**config.mk**
```make
export PLATFORM = sky130hd
export DESIGN_NAME = qdma_sequencer_flat
export DESIGN_NICKNAME = d
export VERILOG_FILES = /design/src/rtl/qdma_sequencer_if.sv /design/src/rtl/qdma_sequencer.sv /design/src/flat_wrapper.sv
export SDC_FILE = /design/constraint.sdc
export NUM_CORES = 1
export LEC_CHECK = 0
export CAP_MARGIN = 0
export CORE_MARGIN = 3
export CORE_UTILIZATION = 33
export CTS_BUF_LIST = sky130_fd_sc_hd__clkbuf_16
export CTS_CLUSTER_DIAMETER = 80
export CTS_CLUSTER_SIZE = 24
export DETAILED_ROUTE_END_ITERATION = 10
export SKIP_CTS_REPAIR_TIMING = 1
export SLEW_MARGIN = 0
export SYNTH_ARGS = -nofsm -noshare
export SYNTH_HDL_FRONTEND = slang
export SYNTH_SLANG_ARGS = --single-unit
export TNS_END_PERCENT = 20
```
**constraint.sdc**
```tcl
create_clock -name clk -period 8.2 [get_ports clk]
set_input_delay 1.64 -clock clk [delete_from_list [all_inputs] [get_ports clk]]
set_output_delay 1.64 -clock clk [all_outputs]
set_load 0.005 [all_outputs]
```
**src/rtl/qdma_sequencer_if.sv**
```systemverilog
// Bus-side signals between the DMA sequencer (master) and the QBUS master state machine (slave).
interface qdma_sequencer_if;
    logic        dma_read;
    logic        dma_write;
    logic        bus_master;
    logic        dma_complete;
    logic        nxm;
    logic [21:0] bus_addr;
    logic [15:0] bus_wdata;
    logic [15:0] bus_rdata;

    modport master (
        output dma_read, dma_write, bus_addr, bus_wdata,
        input  bus_master, dma_complete, nxm, bus_rdata
    );

    modport slave (
        input  dma_read, dma_write, bus_addr, bus_wdata,
        output bus_master, dma_complete, nxm, bus_rdata
    );
endinterface

```
**src/rtl/qdma_sequencer.sv**
```systemverilog
// Word-level DMA sequencer: one single-word QBUS request per bus tenure, with
// write/read data FIFOs decoupling the device side from bus timing.
module qdma_sequencer #(
    parameter int FIFO_AW = 2
) (
    input  logic                   clk,
    input  logic                   nreset,
    input  logic                   bus_init,
    // Command handshake: accepted on a cycle where cmd_valid and cmd_ready are both high.
    input  logic                   cmd_valid,
    output logic                   cmd_ready,
    input  logic                   cmd_write,
    input  logic [21:0]            cmd_addr,
    input  logic [15:0]            cmd_count,
    input  logic                   abort,
    input  logic [15:0]            wdata,
    input  logic                   wdata_valid,
    output logic                   wdata_ready,
    output logic [15:0]            rdata,
    output logic                   rdata_valid,
    input  logic                   rdata_ready,
    qdma_sequencer_if.master       bus,
    output logic                   busy,
    output logic                   done,
    output logic                   error,
    output logic [15:0]            words_left,
    output logic [1:0]             state_dbg
);
    localparam int DEPTH = 1 << FIFO_AW;

    typedef enum logic [1:0] {S_IDLE, S_ARM, S_XFER, S_RELEASE} state_t;

    state_t      state_q, state_d;
    logic        write_q, write_d;
    logic [21:0] addr_q, addr_d;
    logic [15:0] left_q, left_d;
    logic        error_q, error_d;
    logic        done_q, done_d;
    logic        rd_req_q, rd_req_d;
    logic        wr_req_q, wr_req_d;
    logic        nxm_seen_q, nxm_seen_d;
    logic        abort_seen_q, abort_seen_d;

    logic [15:0]      wmem_q [DEPTH];
    logic [15:0]      rmem_q [DEPTH];
    logic [FIFO_AW:0] w_wr_q, w_wr_d, w_rd_q, w_rd_d;
    logic [FIFO_AW:0] r_wr_q, r_wr_d, r_rd_q, r_rd_d;
    logic             w_push, w_pop, w_flush, w_full, w_empty;
    logic             r_push, r_pop, r_flush, r_full, r_empty;

    assign w_empty = (w_wr_q == w_rd_q);
    assign w_full  = (w_wr_q[FIFO_AW] != w_rd_q[FIFO_AW]) &&
                     (w_wr_q[FIFO_AW-1:0] == w_rd_q[FIFO_AW-1:0]);
    assign r_empty = (r_wr_q == r_rd_q);
    assign r_full  = (r_wr_q[FIFO_AW] != r_rd_q[FIFO_AW]) &&
                     (r_wr_q[FIFO_AW-1:0] == r_rd_q[FIFO_AW-1:0]);
    assign w_push  = wdata_valid && !w_full && !w_flush;
    assign r_pop   = rdata_ready && !r_empty && !r_flush;

    always_comb begin
        state_d      = state_q;
        write_d      = write_q;
        addr_d       = addr_q;
        left_d       = left_q;
        error_d      = error_q;
        done_d       = 1'b0;
        rd_req_d     = rd_req_q;
        wr_req_d     = wr_req_q;
        nxm_seen_d   = nxm_seen_q;
        abort_seen_d = abort_seen_q;
        w_pop        = 1'b0;
        w_flush      = 1'b0;
        r_push       = 1'b0;
        r_flush      = 1'b0;
        if (bus_init) begin
            rd_req_d     = 1'b0;
            wr_req_d     = 1'b0;
            nxm_seen_d   = 1'b0;
            abort_seen_d = 1'b0;
            w_flush      = 1'b1;
            r_flush      = 1'b1;
            state_d      = S_IDLE;
            if (state_q != S_IDLE) begin
                error_d = 1'b1;
                done_d  = 1'b1;
            end
        end else begin
            case (state_q)
                S_IDLE: begin
                    if (cmd_valid) begin
                        write_d      = cmd_write;
                        addr_d       = {cmd_addr[21:1], 1'b0};
                        left_d       = cmd_count;
                        error_d      = 1'b0;
                        nxm_seen_d   = 1'b0;
                        abort_seen_d = 1'b0;
                        if (cmd_count == 16'd0) done_d  = 1'b1;
                        else                    state_d = S_ARM;
                    end
                end
                S_ARM: begin
                    if (abort) begin
                        state_d = S_IDLE;
                        done_d  = 1'b1;
                        w_flush = 1'b1;
                    end else if (!bus.bus_master) begin
                        // A read only starts with a free slot, so the capture can never overflow.
                        if (write_q && !w_empty) begin
                            wr_req_d = 1'b1;
                            state_d  = S_XFER;
                        end else if (!write_q && !r_full) begin
                            rd_req_d = 1'b1;
                            state_d  = S_XFER;
                        end
                    end
                end
                S_XFER: begin
                    if (abort) abort_seen_d = 1'b1;
                    if (bus.nxm) begin
                        rd_req_d   = 1'b0;
                        wr_req_d   = 1'b0;
                        error_d    = 1'b1;
                        nxm_seen_d = 1'b1;
                        state_d    = S_RELEASE;
                    end else if (bus.dma_complete && !nxm_seen_q) begin
                        // Master has already latched address and data, so advancing now is safe.
                        rd_req_d = 1'b0;
                        wr_req_d = 1'b0;
                        w_pop    = write_q;
                        r_push   = !write_q;
                        addr_d   = addr_q + 22'd2;
                        left_d   = left_q - 16'd1;
                        state_d  = S_RELEASE;
                    end
                end
                S_RELEASE: begin
                    if (abort) abort_seen_d = 1'b1;
                    if (!bus.bus_master) begin
                        nxm_seen_d = 1'b0;
                        if (error_q || abort_seen_q || abort) begin
                            state_d = S_IDLE;
                            done_d  = 1'b1;
                            w_flush = 1'b1;
                        end else if (left_q == 16'd0) begin
                            state_d = S_IDLE;
                            done_d  = 1'b1;
                        end else begin
                            state_d = S_ARM;
                        end
                    end
                end
                default: state_d = S_IDLE;
            endcase
        end
    end

    always_comb begin
        w_wr_d = w_wr_q + (FIFO_AW+1)'(w_push);
        w_rd_d = w_rd_q + (FIFO_AW+1)'(w_pop);
        r_wr_d = r_wr_q + (FIFO_AW+1)'(r_push);
        r_rd_d = r_rd_q + (FIFO_AW+1)'(r_pop);
        if (w_flush) begin
            w_wr_d = '0;
            w_rd_d = '0;
        end
        if (r_flush) begin
            r_wr_d = '0;
            r_rd_d = '0;
        end
    end

    always_ff @(posedge clk or negedge nreset) begin
        if (!nreset) begin
            state_q      <= S_IDLE;
            write_q      <= 1'b0;
            addr_q       <= '0;
            left_q       <= '0;
            error_q      <= 1'b0;
            done_q       <= 1'b0;
            rd_req_q     <= 1'b0;
            wr_req_q     <= 1'b0;
            nxm_seen_q   <= 1'b0;
            abort_seen_q <= 1'b0;
            w_wr_q       <= '0;
            w_rd_q       <= '0;
            r_wr_q       <= '0;
            r_rd_q       <= '0;
        end else begin
            state_q      <= state_d;
            write_q      <= write_d;
            addr_q       <= addr_d;
            left_q       <= left_d;
            error_q      <= error_d;
            done_q       <= done_d;
            rd_req_q     <= rd_req_d;
            wr_req_q     <= wr_req_d;
            nxm_seen_q   <= nxm_seen_d;
            abort_seen_q <= abort_seen_d;
            w_wr_q       <= w_wr_d;
            w_rd_q       <= w_rd_d;
            r_wr_q       <= r_wr_d;
            r_rd_q       <= r_rd_d;
        end
    end

    always_ff @(posedge clk) begin
        if (w_push) wmem_q[w_wr_q[FIFO_AW-1:0]] <= wdata;
        if (r_push) rmem_q[r_wr_q[FIFO_AW-1:0]] <= bus.bus_rdata;
    end

    assign bus.dma_read  = rd_req_q;
    assign bus.dma_write = wr_req_q;
    assign bus.bus_addr  = addr_q;
    assign bus.bus_wdata = wmem_q[w_rd_q[FIFO_AW-1:0]];
    assign rdata         = rmem_q[r_rd_q[FIFO_AW-1:0]];
    assign rdata_valid   = !r_empty;
    assign wdata_ready   = !w_full;
    assign cmd_ready     = (state_q == S_IDLE);
    assign busy          = (state_q != S_IDLE);
    assign done          = done_q;
    assign error         = error_q;
    assign words_left    = left_q;
    assign state_dbg     = state_q;
endmodule

```
**src/flat_wrapper.sv**
```systemverilog
// flat-port wrapper written by rule: the top's interface ports become plain ports
module qdma_sequencer_flat 
#(
    parameter int FIFO_AW = 2
)
  (clk, nreset, bus_init, cmd_valid, cmd_ready, cmd_write, cmd_addr, cmd_count, abort, wdata, wdata_valid, wdata_ready, rdata, rdata_valid, rdata_ready, busy, done, error, words_left, state_dbg, bus_dma_read, bus_dma_write, bus_bus_addr, bus_bus_wdata, bus_bus_master, bus_dma_complete, bus_nxm, bus_bus_rdata);
  qdma_sequencer_if bus_i ();
  input  logic clk;
  input  logic nreset;
  input  logic bus_init;
  input  logic cmd_valid;
  output logic cmd_ready;
  input  logic cmd_write;
  input  logic [21:0] cmd_addr;
  input  logic [15:0] cmd_count;
  input  logic abort;
  input  logic [15:0] wdata;
  input  logic wdata_valid;
  output logic wdata_ready;
  output logic [15:0] rdata;
  output logic rdata_valid;
  input  logic rdata_ready;
  output logic busy;
  output logic done;
  output logic error;
  output logic [15:0] words_left;
  output logic [1:0] state_dbg;
  output wire logic [$bits(bus_i.dma_read)-1:0] bus_dma_read;
  output wire logic [$bits(bus_i.dma_write)-1:0] bus_dma_write;
  output wire logic [$bits(bus_i.bus_addr)-1:0] bus_bus_addr;
  output wire logic [$bits(bus_i.bus_wdata)-1:0] bus_bus_wdata;
  input wire logic [$bits(bus_i.bus_master)-1:0] bus_bus_master;
  input wire logic [$bits(bus_i.dma_complete)-1:0] bus_dma_complete;
  input wire logic [$bits(bus_i.nxm)-1:0] bus_nxm;
  input wire logic [$bits(bus_i.bus_rdata)-1:0] bus_bus_rdata;
  assign bus_dma_read = bus_i.dma_read;
  assign bus_dma_write = bus_i.dma_write;
  assign bus_bus_addr = bus_i.bus_addr;
  assign bus_bus_wdata = bus_i.bus_wdata;
  assign bus_i.bus_master = bus_bus_master;
  assign bus_i.dma_complete = bus_dma_complete;
  assign bus_i.nxm = bus_nxm;
  assign bus_i.bus_rdata = bus_bus_rdata;
  qdma_sequencer #(.FIFO_AW(FIFO_AW)) u_core (.clk(clk), .nreset(nreset), .bus_init(bus_init), .cmd_valid(cmd_valid), .cmd_ready(cmd_ready), .cmd_write(cmd_write), .cmd_addr(cmd_addr), .cmd_count(cmd_count), .abort(abort), .wdata(wdata), .wdata_valid(wdata_valid), .wdata_ready(wdata_ready), .rdata(rdata), .rdata_valid(rdata_valid), .rdata_ready(rdata_ready), .bus(bus_i), .busy(busy), .done(done), .error(error), .words_left(words_left), .state_dbg(state_dbg));
endmodule
```
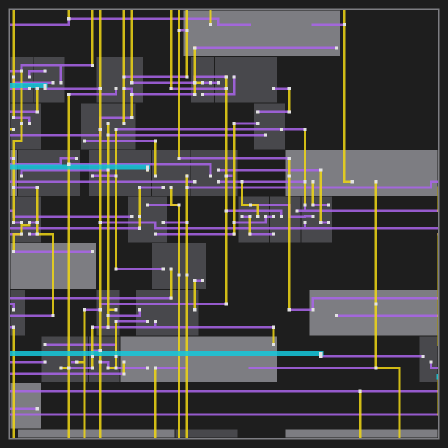
**Above:** zoomed window.
Region (29, 111) to (54, 136) um. Cells in grey, sequential cells in the stronger grey; small squares are vias.
metal 1: drawn in purple. metal 3: drawn in cyan. metal 2: drawn in yellow.
Netlist names of flops here include u_core.words_left (4), u_core.abort_seen_q (1). Sequential cells in the window: 5. Most frequent: dfrtp_1 (5), o21ai_0 (4), a22oi_1 (3). 28 logic cells have their middle in the window.

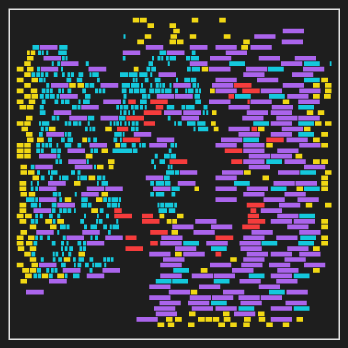
**Above:** cell classes on the final placement.
Drawn at 2 px/um.
clock drivers and dummy loads: drawn in red, cells 32. other buffers and delay cells: drawn in yellow, cells 171. combinational and other logic: drawn in cyan, cells 377. flops: drawn in purple, cells 186.

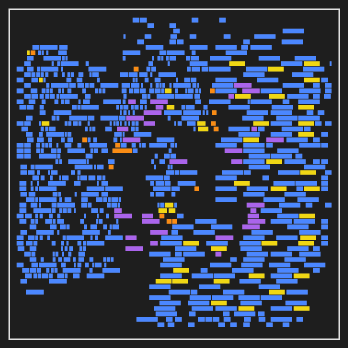
**Above:** drive-strength map.
Drawn at 2 px/um.
_3 and _4 cells: drawn in orange, cells 14, most used buf_4. _2 cells: drawn in yellow, cells 42, most used mux4_2. _0 and _1 cells: drawn in blue, cells 679, most used clkdlybuf4s50_1. _6 and larger: drawn in purple, cells 31, most used clkbuf_16.
Final Cell Area: 10900 um^2
count of non-CTS buffers in the layout: 171
area grow syn2layout: 31.5%
post-route setup slack: 3.91 ns

==> impl_metrics.yaml <==
# physical design summary
run_status:
  status: "finished clean"
yosys:
  yosysUniqueCellTypes: 54
  yosysTopAreaCell: "edfxtp_1"
  synth_warnings: 0
  syn_inst: 588
  ys_async_sr_fraction: 0.312
  ys_chip_area_um2: 8260
  syn_area_per_cell_um2: 14.0
  ys_sh_aoi: 0.0970
  synth_area_um2: 8260
  mux_share: 0.107
  simple_gate_share: 0.100
  area_leaders: "edfxtp_1 47%, dfrtp_1 18%, mux4_2 8.7%, ha_1 2.4%, o21ai_0 2.4%"
  synthXorXnorAreaFrac: 0.0106
  syn-num-nets: 685
  ys_top_cells_by_count: "128 x edfxtp_1, 58 x dfrtp_1, 40 x o21ai_0"
  top_logic_kind: "multiplexers"
  synth-edff-count: 128
critical_path:
  reg2reg_from: "u_core.state_dbg[0]"
  cp_slowest_cell: "nand2_1"
  path_buffers: 2
  crit_family: "simple AND/OR/NAND/NOR gates"
  cp-start-kind: "input pin"
  critPathArrivalTime_ns: 4.61
  cp_cell_sequence: "clkdlybuf4s50_1 -> or3b_1 -> a2111oi_4 -> buf_4 -> nand2_1 -> o221a_2"
  crit_start: "bus_nxm"
  cpPeakStageDelay_ns: 0.70
global_route:
  grt_max_degree: 59
  grt_usage: 0.152
  grt_pass1_wl_um: 31900
  grt_pass1_vias: 5826
  antenna_found_initial: 0
  grt.overflow.total: 0
placement:
  dp_slack_ns: 3.43
  placed_cells: 1058
  io_buffers: 158
  gp_congestion: 0.821
  hpwl_um: 13500
sta:
  finClkSkew_ns: 0.0174
  fmax_mhz: 233
  slew_headroom: 0.379
  finalSetupTns_ns: 0
  hold_violations: 0
  setup_viol: 0
  holdWs_ns: 0.512
  fin_crit_sh: 0.523
cells_and_area:
  mi_logic_area_um2: 2830
  nNetsFinal: 850
  clkbuf_count: 17
  ff_count: 186
  final_cells: 1090
  diodes: 0
  seq-cell-share: 0.488
  clk_share: 0.0559
  fillers: 2249
  nonClkBufAreaFrac: 0.154
  largest_class: "registers"
  final_util: 0.444
  comb_cells: 364
  final_layout_top_logic_cells: "157 x clkdlybuf4s50_1, 128 x edfxtp_1, 58 x dfrtp_1"
clocking:
  clk_latency_ns: 0.44
  clockBufferDepth: 2
  htree_levels: 4
  path_clk_slew_ns: 0.08
  clockRootBuffer: "clkbuf_16"
  cts.sink_count: 186
power_and_ir_drop:
  seqPwrFrac: 0.456
  ir_worst_vdd_mv: 0.127
  internal-power_uw: 1930
  combPwrFrac: 0.251
  p_per_area_nw_per_um2: 261
  p_leak_uw: 0.00389
  p_sw_uw: 912
routing:
  routed-via-count: 5631
  drc_errors: 0
  ant_nets: 0
  drtIter0Drc: 236
  wl_um: 19900
  via_per_inst: 5.17
  wl_per_cell_um: 18.2
die:
  num_tap_cells: 324
  die_x_um: 164
  core_um2: 24500
  io_pins: 161
  die_y_um: 164
  initial_core_util: 0.338
flow_run:
  stage_log_warnings: 32
min_path:
  min_path_type: "reg2reg"
power groups by stage:
stage               sequential [uW]  clock (uW)  combinational (uW)
floorplan                      1270           0                 345
global placement               1310           0                 710
detailed placement             1310           0                 714
CTS                            1290         855                 720
global route                   1320         896                 795
finish                         1300         831                 712
worst paths after layout:
path,endpoint,depth (start not counted)
setup reg to reg,u_core.words_left[7],8
max in group asynchronous,u_core.w_rd_q[1],2
setup / recovery,u_core.words_left[7],6
min in group asynchronous,u_core.words_left[0],2
hold / removal,u_core.bus.dma_read,2
hold reg to reg,u_core.bus.dma_read,2
layer usage:
layer,vias to the layer above,global-route usage,share of wire
li1,2650,-,-
met1,2775,0.202,0.44
met2,187,0.241,0.47
met3,19,0.0512,0.084
met4,0,0.0396,0.011
met5,-,0,0
No activity file was given, so power comes from the tool's default toggle rates.
